--- config.mk ---
export PLATFORM = sky130hd
export DESIGN_NAME = sipo_deserializer
export DESIGN_NICKNAME = d
export VERILOG_FILES = /design/src/rtl/sipo_pkg.sv /design/src/rtl/sync_fifo.sv /design/src/rtl/sipo_deserializer.sv
export SDC_FILE = /design/constraint.sdc
export NUM_CORES = 1
export LEC_CHECK = 0
export CAP_MARGIN = 20
export CORE_MARGIN = 4
export CORE_UTILIZATION = 58
export DETAILED_ROUTE_END_ITERATION = 6
export GPL_TIMING_DRIVEN = 0
export PLACE_DENSITY_LB_ADDON = 0.1
export RECOVER_POWER = 25
export SYNTH_ARGS = -nofsm -noshare
export SYNTH_HDL_FRONTEND = slang
export SYNTH_SLANG_ARGS = --single-unit
--- constraint.sdc ---
create_clock -name clk -period 3.5 [get_ports clk]
set_clock_uncertainty 0.15 [all_clocks]
set_input_delay 0.525 -clock clk [delete_from_list [all_inputs] [get_ports clk]]
set_output_delay 0.525 -clock clk [all_outputs]
set_load 0.02 [all_outputs]
--- src/rtl/sipo_pkg.sv ---
`default_nettype none
// ----------------------------------------------------------------------------
// Module  : sipo_pkg
// Brief   : shared types and helpers for the serial-in/parallel-out receiver
// Revision: 1.0
// ----------------------------------------------------------------------------
package sipo_pkg;

  typedef enum logic {
    IDLE = 1'b0,
    RECV = 1'b1
  } sipo_state_t;

  // Bit-counter width; never narrower than one bit so WIDTH=1 stays legal.
  function automatic int cnt_w(input int width);
    return (width > 1) ? $clog2(width) : 1;
  endfunction

endpackage
`default_nettype wire

--- src/rtl/sync_fifo.sv ---
`default_nettype none
// ----------------------------------------------------------------------------
// Module  : sync_fifo
// Brief   : small synchronous FIFO with a registered, zero-when-empty head
// Revision: 1.0
// ----------------------------------------------------------------------------
module sync_fifo
  import sipo_pkg::*;
#(
  parameter int DATA_W = 8,
  parameter int DEPTH  = 2
) (
  input  logic              clk,
  input  logic              rst,
  input  logic              push,
  input  logic [DATA_W-1:0] push_data,
  input  logic              pop,
  output logic [DATA_W-1:0] head_data,
  output logic              empty,
  output logic              full
);

  localparam int c_ptr_w = (DEPTH > 1) ? $clog2(DEPTH) : 1;
  localparam int c_cnt_w = $clog2(DEPTH + 1);
  localparam logic [c_cnt_w-1:0] c_depth = c_cnt_w'(DEPTH);

  logic [DATA_W-1:0]  mem_q [DEPTH];
  logic [DATA_W-1:0]  mem_d [DEPTH];
  logic [c_ptr_w-1:0] wr_ptr_q, wr_ptr_d;
  logic [c_ptr_w-1:0] rd_ptr_q, rd_ptr_d;
  logic [c_cnt_w-1:0] count_q, count_d;
  logic [DATA_W-1:0]  head_q, head_d;
  logic               do_push, do_pop;

  assign empty     = (count_q == '0);
  assign full      = (count_q == c_depth);
  assign head_data = head_q;

  always_comb begin
    do_pop   = pop && !empty;
    // A full FIFO still accepts a word when a pop frees a slot this cycle.
    do_push  = push && (!full || do_pop);
    mem_d    = mem_q;
    wr_ptr_d = wr_ptr_q;
    rd_ptr_d = rd_ptr_q;
    count_d  = count_q;
    if (do_push) begin
      mem_d[wr_ptr_q] = push_data;
      wr_ptr_d        = wr_ptr_q + 1'b1;
    end
    if (do_pop) begin
      rd_ptr_d = rd_ptr_q + 1'b1;
    end
    case ({do_push, do_pop})
      2'b10:   count_d = count_q + 1'b1;
      2'b01:   count_d = count_q - 1'b1;
      default: count_d = count_q;
    endcase
    head_d = (count_d == '0) ? '0 : mem_d[rd_ptr_d];
  end

  always_ff @(posedge clk) begin
    if (rst) begin
      wr_ptr_q <= '0;
      rd_ptr_q <= '0;
      count_q  <= '0;
      head_q   <= '0;
    end else begin
      wr_ptr_q <= wr_ptr_d;
      rd_ptr_q <= rd_ptr_d;
      count_q  <= count_d;
      head_q   <= head_d;
    end
  end

  always_ff @(posedge clk) begin
    mem_q <= mem_d;
  end

endmodule
`default_nettype wire

--- src/rtl/sipo_deserializer.sv ---
`default_nettype none
// ----------------------------------------------------------------------------
// Module  : sipo_deserializer
// Brief   : framed serial bit stream to WIDTH-bit words on a valid/ready port
// Revision: 1.0
// ----------------------------------------------------------------------------
module sipo_deserializer
  import sipo_pkg::*;
#(
  parameter int WIDTH      = 8,
  parameter int MSB_FIRST  = 1,
  parameter int FIFO_DEPTH = 2
) (
  input  logic             clk,
  input  logic             rst,
  input  logic             frame_start,
  input  logic             bit_valid,
  input  logic             bit_data,
  output logic [WIDTH-1:0] word_data,
  output logic             word_valid,
  input  logic             word_ready,
  output logic             busy,
  output logic             frame_err,
  output logic             overflow
);

  localparam int c_cnt_w = cnt_w(WIDTH);
  localparam logic [c_cnt_w-1:0] c_last = c_cnt_w'(WIDTH - 1);

  sipo_state_t        state_q, state_d;
  logic [c_cnt_w-1:0] cnt_q, cnt_d;
  logic [WIDTH-1:0]   shift_q, shift_d, shift_in;
  logic               frame_err_q, frame_err_d;
  logic               overflow_q, overflow_d;
  logic               push, pop, fifo_empty, fifo_full;
  logic [WIDTH-1:0]   head_data;

  // shift_in is the register contents including the bit arriving this cycle.
  generate
    if (MSB_FIRST != 0) begin : g_msb_first
      assign shift_in = (shift_q << 1) | WIDTH'(bit_data);
    end else begin : g_lsb_first
      assign shift_in = (shift_q >> 1) | (WIDTH'(bit_data) << (WIDTH - 1));
    end
  endgenerate

  always_comb begin
    state_d     = state_q;
    cnt_d       = cnt_q;
    shift_d     = shift_q;
    frame_err_d = 1'b0;
    push        = 1'b0;
    case (state_q)
      IDLE: begin
        if (frame_start) begin
          state_d = RECV;
          cnt_d   = '0;
          shift_d = '0;
        end
      end
      RECV: begin
        if (frame_start) begin
          frame_err_d = (cnt_q != '0);
          cnt_d       = '0;
          shift_d     = '0;
        end else if (bit_valid) begin
          if (cnt_q == c_last) begin
            push    = 1'b1;
            cnt_d   = '0;
            shift_d = '0;
            state_d = IDLE;
          end else begin
            cnt_d   = cnt_q + 1'b1;
            shift_d = shift_in;
          end
        end
      end
      default: state_d = IDLE;
    endcase
  end

  assign pop        = word_valid && word_ready;
  assign overflow_d = overflow_q || (push && fifo_full && !pop);

  always_ff @(posedge clk) begin
    if (rst) begin
      state_q     <= IDLE;
      cnt_q       <= '0;
      shift_q     <= '0;
      frame_err_q <= 1'b0;
      overflow_q  <= 1'b0;
    end else begin
      state_q     <= state_d;
      cnt_q       <= cnt_d;
      shift_q     <= shift_d;
      frame_err_q <= frame_err_d;
      overflow_q  <= overflow_d;
    end
  end

  sync_fifo #(
    .DATA_W (WIDTH),
    .DEPTH  (FIFO_DEPTH)
  ) u_fifo (
    .clk       (clk),
    .rst       (rst),
    .push      (push),
    .push_data (shift_in),
    .pop       (pop),
    .head_data (head_data),
    .empty     (fifo_empty),
    .full      (fifo_full)
  );

  assign word_valid = !fifo_empty;
  assign word_data  = head_data;
  assign busy       = (state_q == RECV);
  assign frame_err  = frame_err_q;
  assign overflow   = overflow_q;

endmodule
`default_nettype wire
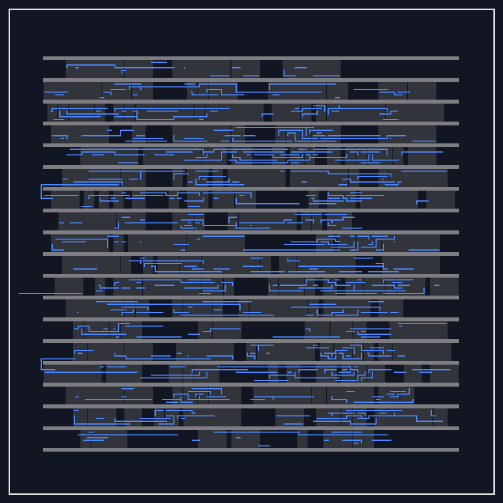
Fig. 1. Met1 routing.
(8 px per µm) Supply wires on this layer in gray. Cells faint in the background.
The longest straight run is 16.6 µm. The wires run mostly horizontal. 181 nets have wire on it. The layer carries 1370 µm of wire.
wirelength, routed: 3060 µm
total number of vias: 1264
GR met1 Demand/Resource: 0.2365

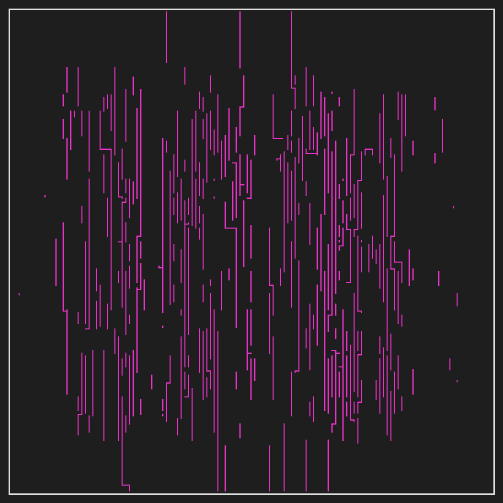
Fig. 2. Metal 2.
(8 px per µm)
The longest straight run is 21.8 µm. The wires run mostly vertical. The layer holds 49% of the routed length. 168 nets have wire on it. The layer carries 1500 µm of wire.

==> results.json <==
{
  "status": "finished clean",
  "seqPwrFrac": 0.657,
  "clock.latency.late_pin_ns": 0.34,
  "finalInstanceArea_mm2": 0.001827,
  "cts_inserted_buffers": 5,
  "final_layout_net_count": 199,
  "synth_stat.cells": 167,
  "timing.final.crit_share": 0.7317,
  "setup-violations-final": 0,
  "crit_type": "in2reg",
  "synth_warnings": 0,
  "cts-htree-levels": 2,
  "avgSynthCellArea_um2": 9.545,
  "yosys-stat-area_mm2": 0.001594,
  "die_h_um": 60.43,
  "instances_no_fill": 221,
  "synthTopLogicFamily": "simple AND/OR/NAND/NOR gates",
  "report.power.total_w": 0.0007149,
  "floorplan.nets": 176,
  "drv_cap": 0,
  "portBuffers": 16
}
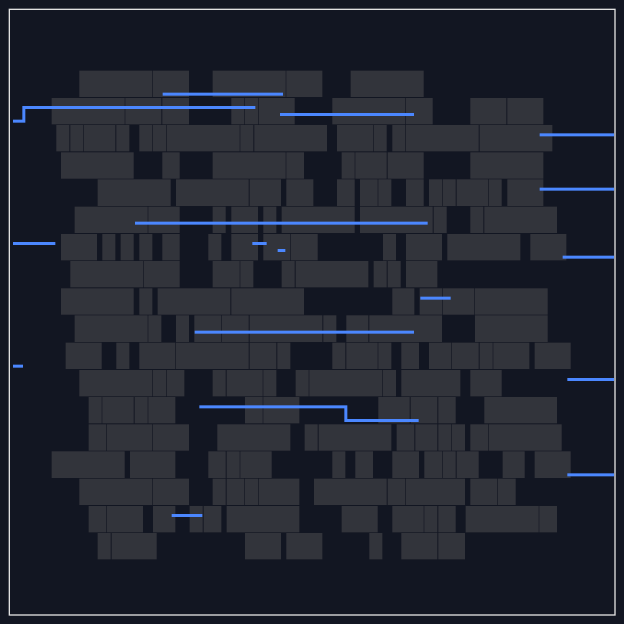
Fig. 3. Signal wires on met3.
(10 px per µm) Cells faint in the background.
The longest straight run is 29.0 µm. The layer carries 163 µm of wire. 13 nets have wire on it. The layer holds 5.3% of the routed length. The wires run mostly horizontal.

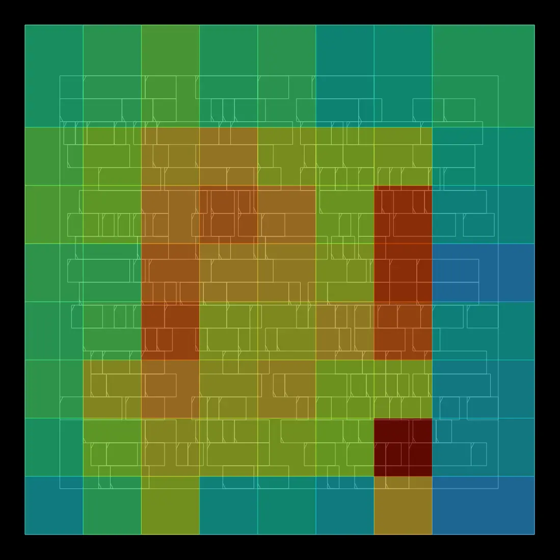
Fig. 4. Routing congestion.
wire length per cell: 13.85 µm
Final Util: 0.7178
Global Route Usage Sum: 0.1931
met3 capacity usage during global routing: 0.05745

==> sequential cells by signal, summed over array words and instances (netlist names), 2 cells and up <==
signal	cells
u_fifo.mem_q	16
u_fifo.head_data	8
shift_q	7
cnt_q	3
u_fifo.count_q	2
==> routing by layer <==
layer / GRT usage / share of wire / vias to the layer above
met5: 0 / 0 / -
met4: 0.08359 / 0.0095 / 0
met3: 0.05745 / 0.053 / 5
met2: 0.3164 / 0.49 / 24
met1: 0.2365 / 0.45 / 607
li1: - / - / 628
==> final timing paths <==
| kind | from | endpoint | cells past startpoint |
|---|---|---|---|
| setup reg to reg | cnt_q[0] | u_fifo.head_data[4] | 6 |
| setup / recovery | frame_start | u_fifo.head_data[4] | 5 |
| hold / removal | u_fifo.mem_q[1] | u_fifo.mem_q[1] | 2 |
| hold reg to reg | u_fifo.mem_q[1] | u_fifo.mem_q[1] | 2 |
==> cells in the final DEF, fill, tap and decap left out <==
cell type,instances
sky130_fd_sc_hd__a211oi_1,2
sky130_fd_sc_hd__a21oi_1,9
sky130_fd_sc_hd__a221oi_1,8
sky130_fd_sc_hd__a22o_1,1
sky130_fd_sc_hd__a22oi_1,7
sky130_fd_sc_hd__a31oi_1,2
sky130_fd_sc_hd__and2_1,1
sky130_fd_sc_hd__and3_1,1
sky130_fd_sc_hd__and3_2,1
sky130_fd_sc_hd__and4b_2,1
sky130_fd_sc_hd__buf_1,1
sky130_fd_sc_hd__buf_2,2
sky130_fd_sc_hd__buf_4,1
sky130_fd_sc_hd__clkbuf_1,4
sky130_fd_sc_hd__clkbuf_4,5
sky130_fd_sc_hd__clkdlybuf4s50_1,8
sky130_fd_sc_hd__clkinv_2,2
sky130_fd_sc_hd__dfxtp_1,41
sky130_fd_sc_hd__dlygate4sd3_1,8
sky130_fd_sc_hd__ha_1,3
sky130_fd_sc_hd__inv_1,11
sky130_fd_sc_hd__mux2i_1,11
sky130_fd_sc_hd__nand2_1,25
sky130_fd_sc_hd__nand2b_1,1
sky130_fd_sc_hd__nand3_1,2
sky130_fd_sc_hd__nand4b_1,1
sky130_fd_sc_hd__nor2_1,15
sky130_fd_sc_hd__nor2b_1,2
sky130_fd_sc_hd__nor3_1,6
sky130_fd_sc_hd__nor3_4,1
sky130_fd_sc_hd__nor3b_1,1
sky130_fd_sc_hd__o21ai_0,2
sky130_fd_sc_hd__o311ai_2,1
sky130_fd_sc_hd__or2_2,1
sky130_fd_sc_hd__or3b_2,1
sky130_fd_sc_hd__xnor2_1,1
sky130_fd_sc_hd__xor2_1,1
==> power groups by stage <==
stage / logic (W) / registers [W] / clock network, W
finish: 0.0000218 / 0.000470 / 0.000223
global route: 0.0000241 / 0.000470 / 0.000249
CTS: 0.0000230 / 0.000470 / 0.000229
detailed placement: 0.0000230 / 0.000481 / 0
global placement: 0.0000223 / 0.000481 / 0
floorplan: 0.0000103 / 0.000482 / 0
==> area by class of cell <==
class,instances,area [µm²]
plain buffers,7,32.53
clock buffers,6,41.29
clock inverters,2,10.01
fillers,197,718.2
inverters,11,41.29
multi-input cells,108,683.2
flip-flops and latches,41,820.8
well taps,30,37.54
repair buffers,16,160.2
No activity file was given, so power comes from the tool's default toggle rates.
